===== config.mk =====
export PLATFORM = sky130hd
export DESIGN_NAME = seq_detector_param_flat
export DESIGN_NICKNAME = d
export VERILOG_FILES = /design/src/rtl/seq_det_pkg.sv /design/src/rtl/seq_detector_param_if.sv /design/src/rtl/seq_detector_param_sat_counter.sv /design/src/rtl/seq_detector_param.sv /design/src/flat_wrapper.sv
export SDC_FILE = /design/constraint.sdc
export NUM_CORES = 1
export LEC_CHECK = 0
export CORE_MARGIN = 4
export CORE_UTILIZATION = 55
export CTS_BUF_LIST = sky130_fd_sc_hd__clkbuf_8 sky130_fd_sc_hd__clkbuf_16
export CTS_CLUSTER_DIAMETER = 100
export DETAILED_ROUTE_END_ITERATION = 7
export GPL_TIMING_DRIVEN = 0
export PLACE_DENSITY = 0.92
export SYNTH_ARGS = -nofsm -noshare
export SYNTH_HDL_FRONTEND = slang
export SYNTH_SLANG_ARGS = --single-unit

===== constraint.sdc =====
create_clock -name clk_i -period 7.2 [get_ports clk_i]
set_clock_uncertainty 0.2 [all_clocks]
set_input_delay 0.72 -clock clk_i [delete_from_list [all_inputs] [get_ports clk_i]]
set_output_delay 0.72 -clock clk_i [all_outputs]
set_load 0.02 [all_outputs]

===== src/rtl/seq_det_pkg.sv =====
// Shared constants and helpers for the parameterised serial pattern detector.
// Reset-time pattern defaults, legal pattern-length limits and the length-mask builder.
package seq_det_pkg;

    localparam int PAT_W_DEF = 8;
    localparam int PAT_W_MIN = 2;
    localparam int PAT_W_MAX = 32;
    localparam int RST_LEN_DEF = 4;
    localparam logic [PAT_W_MAX-1:0] RST_PAT_DEF = 32'h0000_000B;

    // Ones in the low len bits; only these history bits take part in a compare.
    function automatic logic [PAT_W_MAX-1:0] len_mask(input int unsigned len);
        logic [PAT_W_MAX-1:0] m;
        m = '0;
        for (int unsigned i = 0; i < PAT_W_MAX; i++) begin
            m[i] = (i < len);
        end
        return m;
    endfunction

endpackage


===== src/rtl/seq_detector_param_if.sv =====
// Bundle of serial data, configuration and status signals for seq_detector_param.
// in_i is a sample only when valid_i is high; there is no ready, the detector accepts every valid bit.
interface seq_detector_param_if #(
    parameter int PAT_W = 8,
    parameter int CNT_W = 16
) ();

    localparam int LEN_W = $clog2(PAT_W + 1);

    logic             in_i;
    logic             valid_i;
    logic             cfg_load_i;
    logic [PAT_W-1:0] cfg_pat_i;
    logic [LEN_W-1:0] cfg_len_i;
    logic             cfg_ovl_i;
    logic             clr_cnt_i;
    logic             match_o;
    logic [CNT_W-1:0] match_cnt_o;
    logic             cfg_err_o;

    modport master (
        output in_i, valid_i, cfg_load_i, cfg_pat_i, cfg_len_i, cfg_ovl_i, clr_cnt_i,
        input  match_o, match_cnt_o, cfg_err_o
    );

    modport slave (
        input  in_i, valid_i, cfg_load_i, cfg_pat_i, cfg_len_i, cfg_ovl_i, clr_cnt_i,
        output match_o, match_cnt_o, cfg_err_o
    );

endinterface


===== src/rtl/seq_detector_param_sat_counter.sv =====
// Saturating up-counter; a clear that coincides with an increment leaves the count at 1.
module sat_counter #(
    parameter int W = 16
) (
    input  logic         clk_i,
    input  logic         rst_ni,
    input  logic         i_inc,
    input  logic         i_clr,
    output logic [W-1:0] o_cnt
);

    logic [W-1:0] r_cnt;

    always_ff @(posedge clk_i or negedge rst_ni) begin
        if (!rst_ni) begin
            r_cnt <= '0;
        end else if (i_clr) begin
            r_cnt <= i_inc ? W'(1) : '0;
        end else if (i_inc && (r_cnt != '1)) begin
            r_cnt <= r_cnt + W'(1);
        end
    end

    assign o_cnt = r_cnt;

endmodule


===== src/rtl/seq_detector_param.sv =====
// Runtime-configurable serial pattern detector with overlapping/non-overlapping modes,
// a registered one-cycle match pulse, a saturating match counter and a sticky config error.
module seq_detector_param
    import seq_det_pkg::*;
#(
    parameter int               PAT_W   = PAT_W_DEF,
    parameter int               CNT_W   = 16,
    parameter logic [PAT_W-1:0] RST_PAT = PAT_W'(RST_PAT_DEF),
    parameter int               RST_LEN = RST_LEN_DEF
) (
    input logic                 clk_i,
    input logic                 rst_ni,
    seq_detector_param_if.slave bus
);

    localparam int LEN_W = $clog2(PAT_W + 1);

    logic [PAT_W-1:0] r_hist;
    logic [LEN_W-1:0] r_fill;
    logic [PAT_W-1:0] r_pat;
    logic [LEN_W-1:0] r_len;
    logic             r_ovl;
    logic             r_match;
    logic             r_err;

    logic [PAT_W-1:0] w_shifted;
    logic [PAT_W-1:0] w_mask;
    logic [LEN_W:0]   w_fill_p1;
    logic             w_fill_ok;
    logic             w_cfg_ok;
    logic             w_hit;
    logic [CNT_W-1:0] w_cnt;

    // The compare uses the history as it will look once the current bit is shifted in.
    assign w_shifted = {r_hist[PAT_W-2:0], bus.in_i};
    assign w_mask    = PAT_W'(len_mask(32'(r_len)));
    assign w_fill_p1 = {1'b0, r_fill} + (LEN_W + 1)'(1);
    assign w_fill_ok = (w_fill_p1 >= {1'b0, r_len});
    assign w_cfg_ok  = (bus.cfg_len_i >= LEN_W'(PAT_W_MIN)) && (bus.cfg_len_i <= LEN_W'(PAT_W));

    // A load strobe swallows any bit presented with it, legal length or not.
    assign w_hit = bus.valid_i && !bus.cfg_load_i && w_fill_ok &&
                   (((w_shifted ^ r_pat) & w_mask) == '0);

    always_ff @(posedge clk_i or negedge rst_ni) begin
        if (!rst_ni) begin
            r_hist  <= '0;
            r_fill  <= '0;
            r_pat   <= RST_PAT;
            r_len   <= LEN_W'(RST_LEN);
            r_ovl   <= 1'b0;
            r_match <= 1'b0;
            r_err   <= 1'b0;
        end else begin
            r_match <= w_hit;
            if (bus.cfg_load_i) begin
                if (w_cfg_ok) begin
                    r_pat  <= bus.cfg_pat_i;
                    r_len  <= bus.cfg_len_i;
                    r_ovl  <= bus.cfg_ovl_i;
                    r_hist <= '0;
                    r_fill <= '0;
                end else begin
                    r_err <= 1'b1;
                end
            end else if (bus.valid_i) begin
                r_hist <= w_shifted;
                // Non-overlapping: restart the fill so no bit is reused by the next match.
                if (w_hit && !r_ovl) begin
                    r_fill <= '0;
                end else if (r_fill != LEN_W'(PAT_W)) begin
                    r_fill <= r_fill + LEN_W'(1);
                end
            end
        end
    end

    sat_counter #(
        .W(CNT_W)
    ) u_cnt (
        .clk_i (clk_i),
        .rst_ni(rst_ni),
        .i_inc (w_hit),
        .i_clr (bus.clr_cnt_i),
        .o_cnt (w_cnt)
    );

    assign bus.match_o     = r_match;
    assign bus.match_cnt_o = w_cnt;
    assign bus.cfg_err_o   = r_err;

endmodule


===== src/flat_wrapper.sv =====
// flat-port wrapper written by rule: the top's interface ports become plain ports
module seq_detector_param_flat import seq_det_pkg::*;
#(
    parameter int               PAT_W   = PAT_W_DEF,
    parameter int               CNT_W   = 16,
    parameter logic [PAT_W-1:0] RST_PAT = PAT_W'(RST_PAT_DEF),
    parameter int               RST_LEN = RST_LEN_DEF
)
  (clk_i, rst_ni, bus_in_i, bus_valid_i, bus_cfg_load_i, bus_cfg_pat_i, bus_cfg_len_i, bus_cfg_ovl_i, bus_clr_cnt_i, bus_match_o, bus_match_cnt_o, bus_cfg_err_o);
  seq_detector_param_if #(.PAT_W(PAT_W), .CNT_W(CNT_W)) bus_i ();
  input logic clk_i;
  input logic rst_ni;
  input wire logic [$bits(bus_i.in_i)-1:0] bus_in_i;
  input wire logic [$bits(bus_i.valid_i)-1:0] bus_valid_i;
  input wire logic [$bits(bus_i.cfg_load_i)-1:0] bus_cfg_load_i;
  input wire logic [$bits(bus_i.cfg_pat_i)-1:0] bus_cfg_pat_i;
  input wire logic [$bits(bus_i.cfg_len_i)-1:0] bus_cfg_len_i;
  input wire logic [$bits(bus_i.cfg_ovl_i)-1:0] bus_cfg_ovl_i;
  input wire logic [$bits(bus_i.clr_cnt_i)-1:0] bus_clr_cnt_i;
  output wire logic [$bits(bus_i.match_o)-1:0] bus_match_o;
  output wire logic [$bits(bus_i.match_cnt_o)-1:0] bus_match_cnt_o;
  output wire logic [$bits(bus_i.cfg_err_o)-1:0] bus_cfg_err_o;
  assign bus_i.in_i = bus_in_i;
  assign bus_i.valid_i = bus_valid_i;
  assign bus_i.cfg_load_i = bus_cfg_load_i;
  assign bus_i.cfg_pat_i = bus_cfg_pat_i;
  assign bus_i.cfg_len_i = bus_cfg_len_i;
  assign bus_i.cfg_ovl_i = bus_cfg_ovl_i;
  assign bus_i.clr_cnt_i = bus_clr_cnt_i;
  assign bus_match_o = bus_i.match_o;
  assign bus_match_cnt_o = bus_i.match_cnt_o;
  assign bus_cfg_err_o = bus_i.cfg_err_o;
  seq_detector_param #(.PAT_W(PAT_W), .CNT_W(CNT_W), .RST_PAT(RST_PAT), .RST_LEN(RST_LEN)) u_core (.clk_i(clk_i), .rst_ni(rst_ni), .bus(bus_i));
endmodule

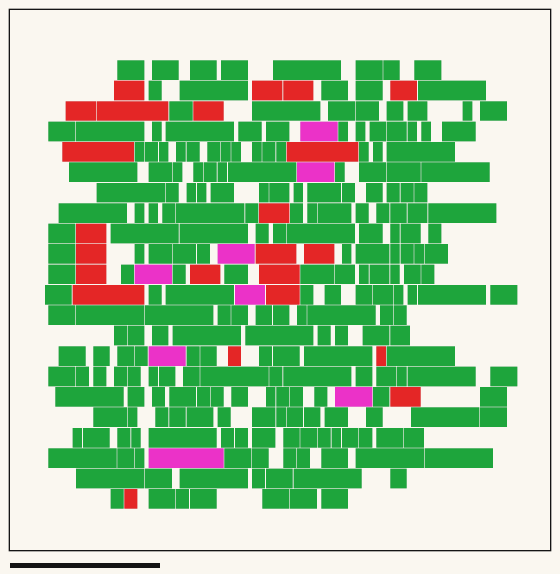
**Above:** run 1 (cell sizes after repair).
Bar = 20 um.
[x6 and larger] magenta | cells: 8 | share: 2.9% | most used: clkbuf_8
[x1 and smaller] green | cells: 243 | share: 89% | most used: dfrtp_1
[x2] red | cells: 23 | share: 8.4% | most used: mux2_2

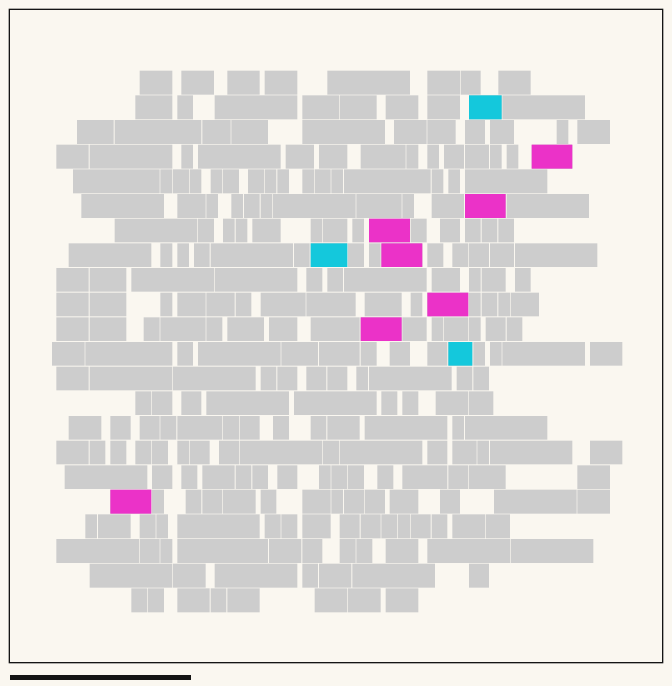
**Above:** run 1 (gate families picked out).
Bar = 20 um.
[non-inverting ao/oa cells] cyan | cells: 3
[fa/ha/maj cells] magenta | cells: 7

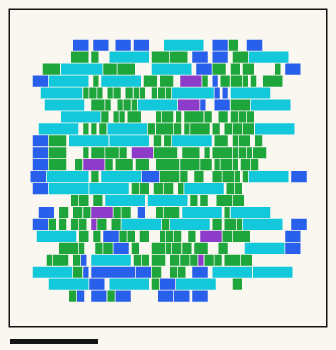
**Above:** run 1 (cell classes on the final placement).
Bar = 20 um.
[remaining logic cells] green | cells: 180 | share of their area: 43%
[sequential cells] cyan | cells: 42 | share of their area: 39%
[clock drivers and dummy loads] purple | cells: 8 | share of their area: 3.3%
[remaining buffers and delay cells] blue | cells: 44 | share of their area: 15%

==> GITHUB_STEP_SUMMARY, run 1 <==
## Implementation flow summary

| Metric | Value |
|---|---|
| Bufs and invs on worst path | 3 |
| Area share of xor/xnor cells in the synthesized design | 3.90% |
| First-pass GRT wire length | 8830 um |
| Antenna diode count | 0 |
| Initial antenna violation count | 0 |
| H-Tree Depth | 2 |
| Maximum vdd drop | 140 uV |
| Crit-path slowest cell | clkdlybuf4s50_1 |
| Period Utilization, post-route | 40.3% |
| Row Count | 22 |
| Total combinational power | 158 uW |
| LEAKAGE | 1.20 nW |
| Pin count of the biggest net entering global routing | 24 |
| # fillers | 263 |
| P&R area growth vs syn | 23.3% |
| Normalized max-slew margin | 57.3% |
| Int Pwr | 415 uW |
| FF+latch count, synth | 42 |
| Seq_cells | 42 |
| Mapped Cells | 230 |
| Placed Cells | 314 |
| Post-CTS Resized | 0 |
| Crit path max-delay family | buffers and inverters |
| Die area | 5170 um2 |
| Signal buffers share of area | 14.9% |
| Core area | 3800 um2 |
| CP Cell Sequence | clkdlybuf4s50_1, nand2b_1, clkbuf_1, a21oi_1, o221a_2, nand3_1, inv_2, a41oi_1, a311oi_1 |
| Mux cell area share | 6.40% |
| Worst slack at placement | 3.99 ns |
| TritonCTS clock tree | yes |
| Met3 Use GR | 3.32% |
| Clk slew on worst S/H paths | 0.08 ns |
| DRT Wirelength | 5440 um |
| # port buffers | 35 |
| Mapped Nets | 256 |
| Most frequent logic cell in the layout | dfrtp_1 |
| Late-Pin Clk Latency | 0.29 ns |
| Final max-slew violation count | 0 |
| DP HPWL | 3870 um |
| Async SR Flop Fraction | 100% |
| Syn_area_per_cell | 9.78 um2 |
| Die W | 71.9 um |
| Power Density | 220 nW/um2 |
| Number of vias per cell | 6.16 |
| RSZ-0062 raised after global routing | false |
| Flop pwr share | 49.2% |
| Total Power | 609 uW |
| Total GRT Usage | 22.0% |
| Status | finished clean |
| Fmax | 345 MHz |
| Clock sinks | 42 |
| Clock buffer depth | 2 |
| Depth of the most critical reg-to-reg path | 9 |
| Crit path arrival time | 2.90 ns |
| Root Driver | clkbuf_8 |
| Area-dominant class | multi-input combinational cells |
| Clock Network Area Fraction | 3.25% |
| Top Consumer | registers |
| Buffers excl. clock | 44 |
| Crit path from | bus_cfg_load_i |
| Clk. pwr | 152 uW |
| Flop+latch power | 299 uW |
| Final Hold Vio Count | 0 |
| Dominant flop cell | dfrtp_1 |
| RR Endpoint | u_core.u_cnt.o_cnt[10]$_DFFE_PN0P_ |
| Die H | 71.9 um |
| GR Overflow Total | 0 |
| Vias in the first global route | 1976 |
| Kind of critical path | input pin to flop |
| Hold_ws | 0.180 ns |
| DR pass1 iterations | 5 |
| Seq/total area | 38.1% |
| Init Core Util | 59.2% |
| Iter 0 DRT Violations | 225 |
| Clk network pwr share | 24.9% |
| Final net count | 299 |
| YS chip area | 2250 um2 |
| Finished Cell Area | 2770 um2 |
| Crit path depth | 9 |
| Setup TNS | 0 ns |
| Hold Buf Count CTS | 0 |
| Global route hottest layer | met2 |
| Num CTS Buffers | 5 |
| Commonest cells after routing, fill and taps aside | dfrtp_1, clkdlybuf4s50_1, o21ai_0, nand2_1, nand3_1 |
| Layout cell share with drive strength beyond 1 | 11.3% |
| Vias | 1983 |
| Post-synth EDFFs | 0 |
| AND-OR/OR-AND Cells, Area Fraction | 16.1% |
| Yosys cell types | 41 |
| Simple-Gate Fraction of Synth Area | 19.1% |
| Slew @ Worst Pin | 0.641 ns |
| Period minus WS final | 2.90 ns |
| Final setup margin | 4.30 ns |
| Yosys Instances | 230 |
| Tool warnings | 27 |
| Startpoint types | input pin |
| Max cap viols | 0 |
| Reg2reg setup slack | 4.33 ns |
| Met1 usage | 25.9% |
| Drt wl/cell | 16.9 um |
| GRT met2 Usage | 38.9% |
| Sw power | 194 uW |
run 1: per-layer routing:
layer  vias up  routed length, um
met4         0                111
li1        922                  -
met2        90               2820
met3        16                334
met5         -                  0
met1       955               2170
run 1: synth_stat cells, types with 3 or more instances:
cell type	instances	area, um2
a21oi_1	16	80.1
mux2_2	11	124
nand3_1	19	95.1
a31oi_1	4	25.0
ha_1	7	87.6
xor2_1	4	35.0
dfrtp_1	38	951
inv_1	10	37.5
nand2b_1	3	18.8
xnor2_1	6	52.6
dfstp_2	4	105
nor2_1	8	30.0
a211oi_1	4	30.0
and3_1	8	50.1
clkbuf_1	5	18.8
o21ai_0	23	115
nand2_1	19	71.3
or3_1	11	68.8
==> inputs of run 2 (changes only) <==
Settings changed: CORE_UTILIZATION 55 to 48, PLACE_DENSITY 0.92 to 0.86.
Clock period 7.2 ns to 2.45 ns, I/O delays scaled along.
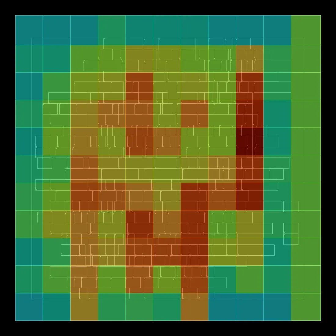
**Above:** run 2 (congestion heat map).
global route hottest layer: met2
met1 usage: 23.1%
Final Util: 66.7%
Total GRT Usage: 18.6%
drt wl/cell: 16.8 um

==> GITHUB_STEP_SUMMARY, run 2 <==
## Implementation flow summary

| Metric | Value |
|---|---|
| Status | finished clean |
| Final Hold Vio Count | 0 |
| Clock buffer depth | 2 |
| Die area | 5840 um2 |
| LEAKAGE | 1.25 nW |
| Layout cell share with drive strength beyond 1 | 19.8% |
| Late-Pin Clk Latency | 0.30 ns |
| Antenna diode count | 0 |
| Die W | 76.4 um |
| DR pass1 iterations | 4 |
| Share of the synthesized area in the top cell type | 42.3% |
| Buffers excl. clock | 48 |
| Maximum vdd drop | 384 uV |
| Pin count of the biggest net entering global routing | 23 |
| RSZ-0062 raised after global routing | true |
| Row Count | 24 |
| Iter 0 DRT Violations | 102 |
| Met3 WL | 231 um |
| Mapped Cells | 230 |
| Tool warnings | 28 |
| Hold_ws | 0.134 ns |
| Fmax | 408 MHz |
| Number of vias per cell | 5.98 |
| Vias in the first global route | 1891 |
| P&R area growth vs syn | 31.8% |
| Met2 WL | 2940 um |
| # fillers | 333 |
| Initial antenna violation count | 0 |
| Reg area | 1060 um2 |
| Startpoint types | flop |
| Num CTS Buffers | 5 |
| Crit path arrival time | 2.47 ns |
| Area-dominant class | multi-input combinational cells |
| CP Cell Sequence | ha_2, xor2_1, ha_1, o21ai_2, o21ai_4, nand4_4, buf_6, or3_4, a21oi_2 |
| First-pass GRT wire length | 8830 um |
| Yosys top cell by instances | dfrtp_1 |
| Top cells by count, synth | dfrtp_1, o21ai_0, nand2_1, nand3_1, a21oi_1 |
| Slew @ Worst Pin | 0.578 ns |
| Hold Buf Count CTS | 1 |
| M1 WL | 2320 um |
| Yosys Instances | 230 |
| FF+latch count, synth | 42 |
| YS chip area | 2250 um2 |
| Crit path depth | 9 |
| Clock sinks | 42 |
| Kind of critical path | flop to flop |
| RR Endpoint | u_core.u_cnt.o_cnt[8]$_DFFE_PN0P_ |
| Die H | 76.4 um |
| H-Tree Depth | 2 |
| Max cap viols | 0 |
| DRT Wirelength | 5550 um |
| Syn_area_per_cell | 9.78 um2 |
| Final setup margin | 0.000405 ns |
| Depth of the most critical reg-to-reg path | 9 |
| Root Driver | clkbuf_8 |
| Uppermost routed layer | met4 |
| Core area | 4440 um2 |
| Reg2reg setup slack | 0.0004 ns |
| TritonCTS clock tree | yes |
| Seq_cells | 42 |
| GRT met2 Usage | 32.3% |
| Bufs and invs on worst path | 1 |
| Worst slack at placement | -0.262 ns |
| Top cells, area | dfrtp_1, mux2_2, o21ai_0 |
| Clock Network Area Fraction | 3.59% |
| Final max-slew violation count | 0 |
| Period minus WS final | 2.45 ns |
| Crit. End Element | flop |
| Antenna Nets Post-Route | 0 |
| GR Overflow Total | 0 |
| Clk slew on worst S/H paths | 0.08 ns |
| Commonest cells after routing, fill and taps aside | dfrtp_1, clkdlybuf4s50_1, nand2_1, nand3_1, o21ai_0 |
| Post-CTS Resized | 17 |
| Signal buffers share of area | 15.7% |
| Init Core Util | 50.6% |
| DP HPWL | 3680 um |
| Async SR Flop Fraction | 100% |
| Area leader, netlist | dfrtp_1 |
| Power Density | 693 nW/um2 |
| Mapped Nets | 256 |
| Post-synth EDFFs | 0 |
| Setup TNS | 0 ns |
| Remaining DRCs | 0 |
| Crit path from | u_core.r_fill[1]$_DFFE_PN0P_ |
| Crit path max-delay family | simple AND/OR/NAND/NOR gates |
| Seq/total area | 35.7% |
| Period Utilization, post-route | 100% |
| Final net count | 303 |
| Crit-path slowest cell | dfrtp_1 |
| Yosys cell types | 41 |
| Vias | 1974 |
| Most frequent logic cell in the layout | dfrtp_1 |
| Normalized max-slew margin | 61.4% |
| # port buffers | 35 |
[run 2: power breakdown]
group	leakage [nW]	internal, mW	switching (mW)
logic	0.649	0.321	0.323
registers	0.541	0.780	0.101
clock network	0.0607	0.297	0.234
[run 2: through the flow]
step           power [mW]  std cells  area (um2)
2_1_floorplan        1.17        230        2250
3_3_place_gp         1.28        317        2660
3_5_place_dp         1.32        318        2690
4_1_cts              1.93        331        2870
5_1_grt              2.16        330        2960
6_report             2.06        330        2960
[run 2: logic make-up after synthesis]
family | after synthesis | share of synthesized area [%]
AND-OR/OR-AND | 59 | 16.1
XOR/XNOR | 10 | 3.90
adder cells (fa/ha/maj) | 7 | 3.90
buffers and inverters | 19 | 3.56
flip-flops | 42 | 47.0
multiplexers | 13 | 6.40
AND/OR/NAND/NOR | 80 | 19.1
Power figures rest on the tool's default switching activity, not on a simulated workload.
